`src/rtl/BiSet.sv`:
```
// Shared BiSet bus types, widths and pack/unpack helpers used by the arbiter and its clients.
// Latency: none, declarations only.
// Backpressure: none; the bus has no stall, every slave replies one cycle after the ctrl cycle.
package BiSet;

  localparam int ADDR_W = 8;
  localparam int DATA_W = 16;

  // Control beat driven by the arbiter to every slave; all-zero means no access.
  typedef struct packed {
    logic [ADDR_W-1:0] addr;
    logic              we;
    logic [DATA_W-1:0] data;
  } biSetCtrl;

  // Slave replies are OR-combined, so an undecoded address reads back as zero.
  typedef struct packed {
    logic [DATA_W-1:0] data;
  } biSetReply;

  // Arbiter sequencer states: one grant cycle, one ctrl cycle, one reply cycle.
  typedef enum logic [1:0] {
    ST_IDLE    = 2'd0,
    ST_ISSUE   = 2'd1,
    ST_CAPTURE = 2'd2
  } arb_state_e;

  function automatic biSetCtrl BiSetCtrlPack(input logic [ADDR_W-1:0] addr,
                                             input logic              we,
                                             input logic [DATA_W-1:0] data);
    biSetCtrl c;
    c.addr = addr;
    c.we   = we;
    c.data = data;
    return c;
  endfunction

  function automatic logic [DATA_W-1:0] BiSetReplyData(input biSetReply reply);
    return reply.data;
  endfunction

endpackage

```
`src/rtl/bi_set_rr_pick.sv`:
```
// Round-robin picker: first requester at or after last+1 (wrapping) that is requesting and not masked.
// Latency: purely combinational.
// Backpressure: none; vld_o low when no eligible requester exists.
module bi_set_rr_pick #(
  parameter int N_REQ = 4,
  parameter int IDX_W = $clog2(N_REQ)
) (
  input  logic [N_REQ-1:0] req_i,
  input  logic [N_REQ-1:0] mask_i,
  input  logic [IDX_W-1:0] last_i,
  output logic             vld_o,
  output logic [IDX_W-1:0] idx_o
);

  logic [N_REQ-1:0] eligible;

  assign eligible = req_i & ~mask_i;

  // Walk the candidates in priority order starting just after the last winner; first hit wins.
  always_comb begin
    logic [IDX_W-1:0] cand;
    cand  = '0;
    vld_o = 1'b0;
    idx_o = '0;
    for (int i = 0; i < N_REQ; i++) begin
      cand = IDX_W'((int'(last_i) + 1 + i) % N_REQ);
      if (!vld_o && eligible[cand]) begin
        vld_o = 1'b1;
        idx_o = cand;
      end
    end
  end

endmodule

```
`src/rtl/bi_set_arbiter.sv`:
```
// Round-robin arbiter sharing one BiSet bus among N_REQ requesters with a fixed 3-cycle sequence.
// Latency: req sampled at t, ctrl on bus at t+1, reply captured at t+2, ack/rdata at t+3.
// Backpressure: requesters hold req until their one-cycle ack; one transaction per 3 cycles.
module bi_set_arbiter
  import BiSet::*;
#(
  parameter int N_REQ = 4
) (
  input  logic                          clk_i,
  input  logic                          rst_ni,
  input  logic [N_REQ-1:0]              req_i,
  input  logic [N_REQ-1:0]              we_i,
  input  logic [N_REQ-1:0][ADDR_W-1:0]  addr_i,
  input  logic [N_REQ-1:0][DATA_W-1:0]  wdata_i,
  output logic [N_REQ-1:0]              ack_o,
  output logic [DATA_W-1:0]             rdata_o,
  output logic                          busy_o,
  output biSetCtrl                      setCtrl_o,
  input  biSetReply                     setReply_i
);

  localparam int IDX_W = $clog2(N_REQ);

  arb_state_e        state_q, state_d;
  logic [IDX_W-1:0]  last_q, last_d;
  logic [IDX_W-1:0]  gnt_q, gnt_d;
  logic              we_q, we_d;
  biSetCtrl          ctrl_q, ctrl_d;
  logic [N_REQ-1:0]  ack_q, ack_d;
  logic [DATA_W-1:0] rdata_q, rdata_d;

  logic              pick_vld;
  logic [IDX_W-1:0]  pick_idx;

  // The requester being acked this cycle is masked so it cannot win straight back.
  bi_set_rr_pick #(
    .N_REQ (N_REQ),
    .IDX_W (IDX_W)
  ) u_rr_pick (
    .req_i  (req_i),
    .mask_i (ack_q),
    .last_i (last_q),
    .vld_o  (pick_vld),
    .idx_o  (pick_idx)
  );

  // Sequencer next-state: grant and latch in IDLE, drive bus in ISSUE, sample reply in CAPTURE.
  always_comb begin
    state_d = state_q;
    last_d  = last_q;
    gnt_d   = gnt_q;
    we_d    = we_q;
    ctrl_d  = '0;
    ack_d   = '0;
    rdata_d = rdata_q;
    case (state_q)
      ST_IDLE: begin
        if (pick_vld) begin
          state_d = ST_ISSUE;
          last_d  = pick_idx;
          gnt_d   = pick_idx;
          we_d    = we_i[pick_idx];
          ctrl_d  = BiSetCtrlPack(addr_i[pick_idx], we_i[pick_idx], wdata_i[pick_idx]);
        end
      end
      ST_ISSUE: begin
        state_d = ST_CAPTURE;
      end
      ST_CAPTURE: begin
        state_d        = ST_IDLE;
        ack_d[gnt_q]   = 1'b1;
        rdata_d        = we_q ? '0 : BiSetReplyData(setReply_i);
      end
      default: begin
        state_d = ST_IDLE;
      end
    endcase
  end

  // State and registered outputs; reset drops any in-flight transaction without an ack.
  always_ff @(posedge clk_i) begin
    if (!rst_ni) begin
      state_q <= ST_IDLE;
      last_q  <= IDX_W'(N_REQ - 1);
      gnt_q   <= '0;
      we_q    <= 1'b0;
      ctrl_q  <= '0;
      ack_q   <= '0;
      rdata_q <= '0;
    end else begin
      state_q <= state_d;
      last_q  <= last_d;
      gnt_q   <= gnt_d;
      we_q    <= we_d;
      ctrl_q  <= ctrl_d;
      ack_q   <= ack_d;
      rdata_q <= rdata_d;
    end
  end

  assign setCtrl_o = ctrl_q;
  assign ack_o     = ack_q;
  assign rdata_o   = rdata_q;
  assign busy_o    = (state_q != ST_IDLE);

endmodule

```
`config.mk`:
```
export PLATFORM = sky130hd
export DESIGN_NAME = bi_set_arbiter
export DESIGN_NICKNAME = d
export VERILOG_FILES = /design/src/rtl/BiSet.sv /design/src/rtl/bi_set_rr_pick.sv /design/src/rtl/bi_set_arbiter.sv
export SDC_FILE = /design/constraint.sdc
export NUM_CORES = 1
export LEC_CHECK = 0
export CAP_MARGIN = 20
export CORE_ASPECT_RATIO = 1.75
export CORE_UTILIZATION = 34
export CTS_CLUSTER_SIZE = 14
export DETAILED_ROUTE_END_ITERATION = 10
export DONT_BUFFER_PORTS = 1
export PLACE_DENSITY_LB_ADDON = 0.1
export SLEW_MARGIN = 20
export SYNTH_ARGS = -nofsm -noshare
export SYNTH_HDL_FRONTEND = slang
export SYNTH_SLANG_ARGS = --single-unit
```
`constraint.sdc`:
```
create_clock -name clk_i -period 2.04 [get_ports clk_i]
set_input_delay 0.408 -clock clk_i [delete_from_list [all_inputs] [get_ports clk_i]]
set_output_delay 0.408 -clock clk_i [all_outputs]
set_load 0.01 [all_outputs]
```
==> run_1/clock_wires.png <==
The bar under the picture is 20 um long.
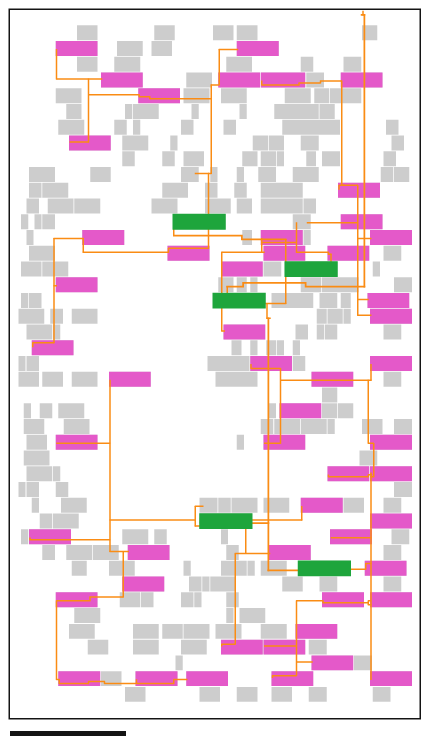
[clock-net drivers] green | count: 5
[flip-flops] magenta | count: 52
[clock wires] orange | length: 778 um
routed clock nets	6
flops lie	all over the die
clock network power share: 30.0%
Worst Clk Skew: 8.73 ps

==> run_1/layers.png <==
The bar under the picture is 20 um long.
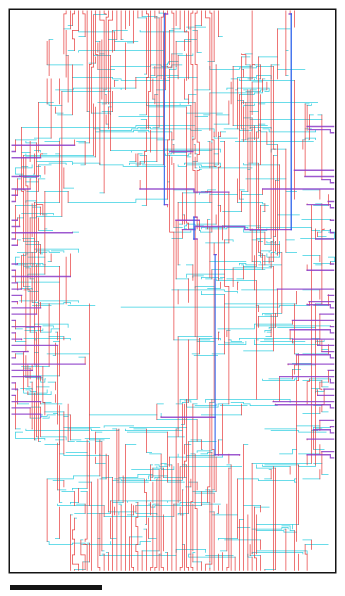
layer	color	wire length
M2	red	4220 um
M3	purple	443 um
M1	cyan	2620 um
M4	blue	137 um
aggregate routed wire length: 7.43 mm
Global Route Usage Sum: 16.8%
number of vias after detailed routing: 2069
routed wirelength normalized by instance count: 21.0 um

==> run_1/congestion_map.png <==
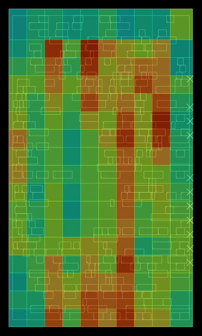
global routing usage on met3: 3.53%
most congested layer reported by global routing: met2
routing usage on met1: 16.4%
Util after Layout: 38.8%
global routing met2 resource utilization: 33.8%

==> run notes, run 1 <==
Numbers from the implementation run.

The run finished, with violations left. The checks that failed: DRC. The required time of the worst setup path is 2260 ps. The fraction of layout instances using a drive strength above 1 is 31.2%. The worst-case vdd ir drop is 0.000390 V. The critical register-to-register path endpoint is last_q[1].

The buffers plus inverters on the worst setup path is 2. The most critical hold endpoint after final layout shows a slack of 236 ps. Sorting the synthesized cells by area gives the leading types as sky130_fd_sc_hd__dfxtp_1, sky130_fd_sc_hd__a211oi_2, sky130_fd_sc_hd__mux2i_1, sky130_fd_sc_hd__a31oi_1, sky130_fd_sc_hd__a22o_1. Per the skew report, the later register of the worst-skew pair sees a clock latency of 300 ps. After filler insertion, the fill cell instance count of the layout stands at 815.

The number of ports placed on the die boundary is 168. The startpoint identified for the worst register-to-register timing path is ack_o[3]. The synthesis report gives the async set-or-reset register share as 0%.

The sum of negative setup slack is 0 ps. Per STA, the worst path accumulates the most delay in the family AND-OR/OR-AND gates. Of all nets on the critical path, the largest fanout is 18. Ranked by instance count, the synthesized netlist is headed by sky130_fd_sc_hd__dfxtp_1, sky130_fd_sc_hd__a211oi_2, sky130_fd_sc_hd__inv_1. The proportion of cell area occupied by registers is 33.7%. For reference, the top logic cell family by area is AND-OR/OR-AND gates. After clock tree synthesis, the repair step resized 0 gates. The sum of net half-perimeters after detailed placement is 5.35 mm. STA shows the worst reg2reg path with a cell count of 6.

The combinational share of cell area is 48.7%. The mean area per synthesized cell is 10.6 um^2. STA classifies the critical path startpoint as a register. The area taken by sequential standard cells is reported as 0.00104 mm^2. The prevailing post-synth register cell is sky130_fd_sc_hd__dfxtp_1.

From the final report, the count of setup violators was given as 0. The worst min-delay path endpoint is rdata_o[13]. Multi-input combinational cells in the finished layout were counted as 158.

The clock network takes up 4.90% of total cell area after layout. The clock slew at the register clock pins of the worst setup and hold paths is 70 ps. According to the cell report, flip-flops and latches in the layout number 52. The vertical extent of the die is 122 um.

The synthesized netlist occupies a cell area of 0.00281 mm^2. The yosys synthesis chip area is 0.00281 mm^2. In this run the static leakage power is 1.22 nW.

The via count of the first global-routing pass came to 2166. Counting flops with a built-in enable in the synthesized netlist gives 0. The slew of the pin with the lowest slew margin is 947 ps. For reference, XOR and XNOR gates occupy 0% of the area reported after synthesis. The register-to-register setup slack is 200 ps. The number of clock buffers inserted by TritonCTS is 5. The detail-routed via count per cell is 5.86. RePlAce ended its routability-driven mode at a weighted congestion of 0.761. Per the run report, area growth between synthesis and finish was 10.0%. STA lists the startpoint of the worst hold path as setReply_i[13]. The max-capacitance violation count is 0. The timing report lists the critical path depth as 6 cells. The worst setup path is captured at a register.

STA reports the tightest min-delay check as being of type input pin to register. The post-synth register bit count is 52. The simple-gate share of the synthesized area is 6.77%.

According to the floorplan log, the row count is 43. The area of all placed cells without fillers is 0.00309 mm^2. Walking the worst path, the cells encountered are nor2b_2 -> o41ai_1 -> inv_1 -> nand2_2 -> buf_12 -> a2bb2oi_1. The area fraction of the largest cell type after synthesis is 37.1%. The post-CTS setup buffer count is 0. The layout has 5 clock buffers. The number of nets with antenna violations after detailed routing is 0. Per STA, the endpoint of the critical path is last_q[1]. The chip occupies 0.00864 mm^2. The clock passes through at most 2 buffers.

The largest incremental delay on the critical path is 550 ps. Looking at the clock tree report, the root buffer type is sky130_fd_sc_hd__clkbuf_16. The worst-case max-slew headroom was logged as 36.5%. The post-layout minimum cycle time is 1840 ps. Ranking logic cells in the layout by count gives the top entries sky130_fd_sc_hd__dfxtp_1, sky130_fd_sc_hd__a211oi_2, sky130_fd_sc_hd__inv_1.

The synthesis warning total is 0. The final hold violation count recorded for this run is 0. Setup repair after global routing left no endpoint under its margin. The area taken by multi-input combinational cells is reported as 0.00150 mm^2. Buffers outside the clock tree occupy 5.18% of the routed design's cell area. Dividing the final minimum period by the clock period gives 90.2%. After synthesis, the share of cell area in mux cells is 8.55%. The DRC violation total left in the routed layout is recorded as 22.

The total area inside the core boundary comes to 0.00796 mm^2. By area, combinational gates come first. The core utilization before placement is 35.3%. The initial antenna violation count is 0.

Yosys mapped the design onto 38 distinct sky130hd cell types. TritonCTS built the clock tree. The top logic cell by instance count in the layout is sky130_fd_sc_hd__dfxtp_1.
run 1: routing by layer:
layer	share of wire [%]	up-vias	global-route usage [%]
li1	-	993	-
met1	35	976	16.4
met2	57	91	33.8
met3	6.0	9	3.53
met4	1.8	0	6.25
met5	0	-	0
run 1: through the flow:
stage / setup slack (ps) / cells / total power, mW
global placement: 93.1 / 345 / 2.07
floorplan: 207 / 265 / 1.93
CTS: 115 / 353 / 2.98
finish: 200 / 353 / 2.92
global route: 32.5 / 353 / 3.09
detailed placement: 130 / 345 / 2.08
run 1: report_power, final:
group          internal [mW]  switching (mW)
Combinational          0.340           0.473
Clock                  0.465           0.413
Sequential              1.12           0.113
Total                   1.93           0.999
==> run 2, diff against run 1 <==
--- a/config.mk
+++ b/config.mk
@@ -5,14 +5,13 @@
 export SDC_FILE = /design/constraint.sdc
 export NUM_CORES = 1
 export LEC_CHECK = 0
-export CAP_MARGIN = 20
+export CAP_MARGIN = 0
 export CORE_ASPECT_RATIO = 1.75
 export CORE_UTILIZATION = 34
 export CTS_CLUSTER_SIZE = 14
 export DETAILED_ROUTE_END_ITERATION = 10
 export DONT_BUFFER_PORTS = 1
 export PLACE_DENSITY_LB_ADDON = 0.1
-export SLEW_MARGIN = 20
 export SYNTH_ARGS = -nofsm -noshare
 export SYNTH_HDL_FRONTEND = slang
 export SYNTH_SLANG_ARGS = --single-unit
==> run_2/ff_map.png <==
Other sequential cells in the stronger gray, the rest of the logic in the fainter gray.
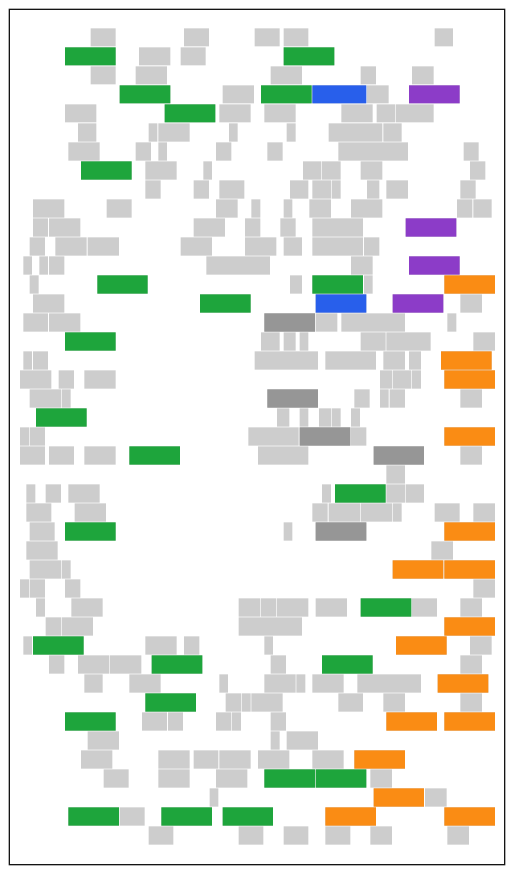
netlist name	color	flops
setCtrl_o	green	25
last_q	blue	2
ack_o	purple	4
rdata_o	orange	16
flip-flop and latch power: 1.23 mW
sequential fraction of total cell area: 33.7%
Sequential cell area: 0.00104 mm^2

==> run 2 against run 1 <==
The run still ends with DRC left. Worst setup slack unchanged. Highest routed layer unchanged. Register-to-register slack about the same. Synthesized cell count unchanged. Hold slack unchanged. Fmax unchanged. Clock power about the same. Critical path type unchanged. Routed wire length unchanged. Critical endpoint unchanged. Non-clock buffer count unchanged. Combinational power about the same. Total power unchanged. Synthesized area unchanged. Largest power group unchanged. Count of clock-buffer cells in the layout unchanged.
==> run notes, run 2 <==
Numbers from the implementation run.

The total global-route track usage was 16.8% (unchanged). The max-capacitance violation count is 0 (unchanged). The number of clock buffers inserted by TritonCTS was 5 (unchanged). The leakage power is 1.22 nW (unchanged). The prevailing post-synth register cell is sky130_fd_sc_hd__dfxtp_1. The run finished, with violations left. The clock network power share is 30.0% (about the same). The clock slew at the register clock pins of the worst setup and hold paths came to 70 ps (about the same). The yosys synthesis chip area is 0.00281 mm^2 (unchanged). The final reports fail on DRC.

The combinational share of cell area is 48.7% (unchanged). The global routing met1 resource utilization is 16.4% (unchanged). Looking at the reg2reg group, the worst path starts from ack_o[3]. The number of ports placed on the die boundary came to 168 (unchanged). The synthesis run identifies the leading combinational cell family as AND-OR/OR-AND gates. OpenSTA lists the critical path endpoint as last_q[1].

The total wire length came to 7.43 mm (unchanged). The count of endpoints failing setup in the final report is 0 (unchanged). The type of the tightest min-delay check is input pin to register. The area added between synthesis and finish is 10.0% (unchanged). The buffers plus inverters on the worst setup path came to 2 (unchanged). The post-cts sizing count was 0 (unchanged). Per STA, the worst path is made up of nor2b_2 -> o41ai_1 -> inv_1 -> nand2_2 -> buf_12 -> a2bb2oi_1. The largest incremental delay on the critical path is 550 ps (about the same). The worst slew slack as a fraction of its limit is 36.5% (unchanged). The number of enable flip-flop cells is 0 (unchanged).

The root buffer cell is sky130_fd_sc_hd__clkbuf_16. The fraction of layout instances using a drive strength above 1 is 31.2% (unchanged). The synthesis warning total is 0 (unchanged). The fraction of synthesized cell area in xor and xnor cells is 0% (unchanged). The die area was 0.00864 mm^2 (unchanged). The proportion of power drawn by combinational gates is 27.8% (about the same).

The cell count after placement is 345 (unchanged). The net switching component of the power was 0.999 mW (unchanged). Leaving out fill and tap cells, the most frequent cells in the layout are sky130_fd_sc_hd__dfxtp_1, sky130_fd_sc_hd__a211oi_2, sky130_fd_sc_hd__inv_1.

The met2 layer usage reported by global route is 33.8% (unchanged). The remaining design rule violation count is 22 (unchanged). The sum of negative setup slack came to 0 ps (unchanged).

The relative area of non-clock buffer cells in the final design is 5.18% (unchanged). The capture point of the worst register-to-register path is recorded as last_q[1]. The number of fill cells came to 815 (unchanged). The number of cell instances on the worst register-to-register path was 6 (unchanged).

The unique cell type count in the Yosys netlist is 38 (unchanged). The worst min-delay path endpoint is rdata_o[13]. The number of nets with antenna violations after detailed routing was 0 (unchanged). By area the synthesized netlist is led by sky130_fd_sc_hd__dfxtp_1, sky130_fd_sc_hd__a211oi_2, sky130_fd_sc_hd__mux2i_1, sky130_fd_sc_hd__a31oi_1, sky130_fd_sc_hd__a22o_1. The most heavily used metal layer in global routing is met2. The uppermost layer routed is met4.

The met1 wire length is 2.62 mm (unchanged). The maximum buffer depth of the clock tree is 2 (unchanged). The area of all placed cells without fillers is 0.00309 mm^2 (unchanged). The number of multi-input combinational cells in the layout is 158 (unchanged). The share of Yosys cell area claimed by the top area cell type is 37.1% (unchanged).
==> run_2/layers.png <==
The bar under the picture is 20 um long.
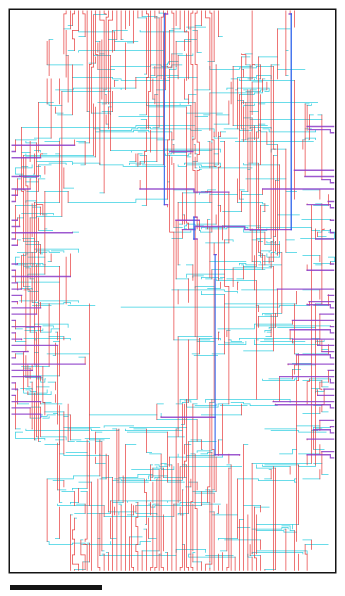
layer	color	wire length
M3	purple	443 um
M1	cyan	2620 um
M2	red	4220 um
M4	blue	137 um

## run 2: power by group through the flow
stage	registers (mW)	logic (mW)	clock network (mW)
after floorplan	1.22	0.705	0
after global placement	1.26	0.816	0
after detailed placement	1.26	0.824	0
after CTS	1.23	0.828	0.920
after global routing	1.25	0.881	0.960
final	1.23	0.813	0.878
## run 2: metrics by stage
stage                     power (mW)  util (%)  setup WS (ps)
after floorplan                 1.93         -            207
after global placement          2.07      36.9           93.1
after detailed placement        2.08      36.9            130
after CTS                       2.98      38.8            115
after global routing            3.09      38.8           32.5
final                           2.92      38.8            200
## run 2: kinds of logic after synthesis
| kind of cell | Yosys count |
|---|---|
| muxes | 24 |
| and+or+nand+nor | 30 |
| AOI/OAI and AO/OA | 104 |
| buffers and inverters | 55 |
| DFF | 52 |
==> run 3, diff against run 2 <==
--- a/config.mk
+++ b/config.mk
@@ -7,7 +7,7 @@
 export LEC_CHECK = 0
 export CAP_MARGIN = 0
 export CORE_ASPECT_RATIO = 1.75
-export CORE_UTILIZATION = 34
+export CORE_UTILIZATION = 63
 export CTS_CLUSTER_SIZE = 14
 export DETAILED_ROUTE_END_ITERATION = 10
 export DONT_BUFFER_PORTS = 1
==> run_3/clock_wires.png <==
The bar under the picture is 20 um long.
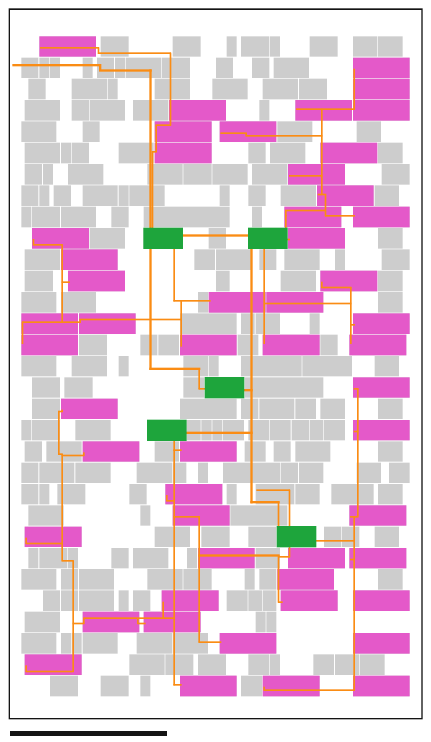
[flip-flops] magenta | count: 52
[clock wires] orange | length: 553 um
[clock-net drivers] green | count: 5
routed clock nets	6
Worst Clk Skew: 5.85 ps
clock network power share: 26.7%
clock-net power: 0.735 mW
Worst-Skew Late Latency: 300 ps

==> run 3 against run 2 <==
The flow now finishes without violations. Sequential power hardly changed. Critical path depth stayed put. Die area is 45% lower. Sequential share of layout area rose by 1.2 points. Utilization is 32 points higher. Count of clock-buffer cells in the layout grew 1. Final cell count decreased by 12%. Non-clock buffer count down 2. Fmax shrank 2.0%. Synthesized cell count is the same. Largest power group unchanged. Highest routed layer unchanged.
==> run notes, run 3 <==
Numbers from the implementation run.

The number of fill cells is 322 (-60%). The minimum setup slack after placement is 148 ps (+17.3 ps). The worst min-delay path endpoint is rdata_o[2]. The share of Yosys cell area claimed by the top area cell type came to 37.1% (unchanged). The met2 layer usage reported by global route is 44.5% (+11 points).

The post-cts sizing count is 0 (unchanged). The buffers plus inverters on the worst setup path came to 1 (-1). The max-capacitance violation count came to 0 (unchanged). The fraction of synthesized cell area in xor and xnor cells is 0% (unchanged). The global routing met1 resource utilization is 26.9% (+11 points). The critical path ends at we_q. Per the GRT log, the top usage layer is met2. The clock slew at the register clock pins of the worst setup and hold paths was 90 ps (+20 ps). The met1 wire length came to 2.17 mm (-17%).

The largest family of logic cells by area is AND-OR/OR-AND gates. The fraction of layout instances using a drive strength above 1 came to 29.9% (-1.3 points). The number of enable flip-flop cells came to 0 (unchanged).

The number of cell instances on the worst register-to-register path is 6 (unchanged). The relative area of non-clock buffer cells in the final design is 4.45% (-0.73 points). The number of nets with antenna violations after detailed routing is 0 (unchanged). The remaining design rule violation count was 0 (-100%). The number of ports placed on the die boundary is 168 (unchanged). The flow ran to the end, and the final reports show no timing, DRC or antenna violations.

Looking at the reg2reg group, the worst path starts from last_q[1]. The proportion of cell area occupied by registers is 35.0% (+1.2 points). The slew of the pin with the lowest slew margin is 898 ps. The number of multi-input combinational cells in the layout came to 158 (unchanged).

In this run the critical path is formed by nor4b_2 -> a31oi_4 -> and3_2 -> buf_12 -> a211oi_1 -> o31ai_1. The unique cell type count in the Yosys netlist is 38 (unchanged). The synthesis warning total is 0 (unchanged).

STA lists the endpoint of the worst register-to-register path as we_q. The yosys synthesis chip area is 0.00281 mm^2 (unchanged). The count of endpoints failing setup in the final report is 0 (unchanged). STA reports the tightest min-delay check as being of type input pin to register. The worst slew slack as a fraction of its limit is 39.8% (+3.3 points). Per the detail_route log, the uppermost layer with routed signals is met4. The die area was 0.00474 mm^2 (-45%).

The area used by sequential logic in the layout was 0.00104 mm^2 (-0.12%). The leakage power is 1.19 nW (-2.3%). The sum of negative setup slack is 0 ps (unchanged). The worst path setup slack after routing was 162 ps (-37.7 ps).
==> run_3/m4.png <==
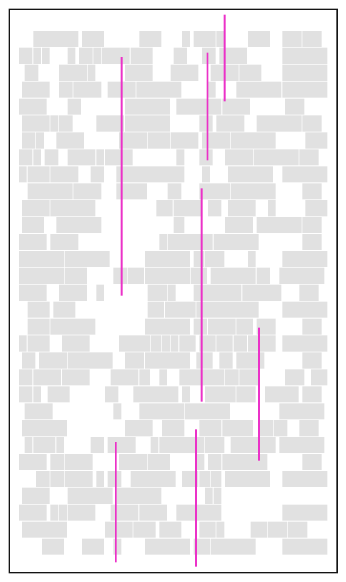
share of all routed wire	2.7%
nets with wire on the layer	7
wire length on this layer	165 um
main direction	vertical
number of vias after detailed routing: 2067
aggregate routed wire length: 6.16 mm

## run 3: cells by family (layout without fill, tap and decap cells)
logic type      count (synthesis)  in the layout
flops                          52             52
mux                            24             24
simple gates                   30             30
compound gates                104            104
buf+inv                        55             51
## run 3: through the flow
step | area, um^2 | instances | utilization (%) | power [mW] | hold slack [ps]
finish | 2980 | 310 | 71.1 | 2.75 | 223
global route | 2980 | 310 | 71.1 | 2.89 | 213
CTS | 2980 | 310 | 71.1 | 2.77 | 220
detailed placement | 2860 | 302 | 68.2 | 2.04 | 482
global placement | 2860 | 302 | 68.2 | 2.03 | 483
floorplan | 2810 | 265 | - | 1.93 | 426
## run 3: report_power, final
group	total (mW)	internal, mW	switching (mW)
Sequential	1.23	1.12	0.108
Clock	0.735	0.401	0.334
Combinational	0.788	0.330	0.457
Power and IR drop assume default switching activity.
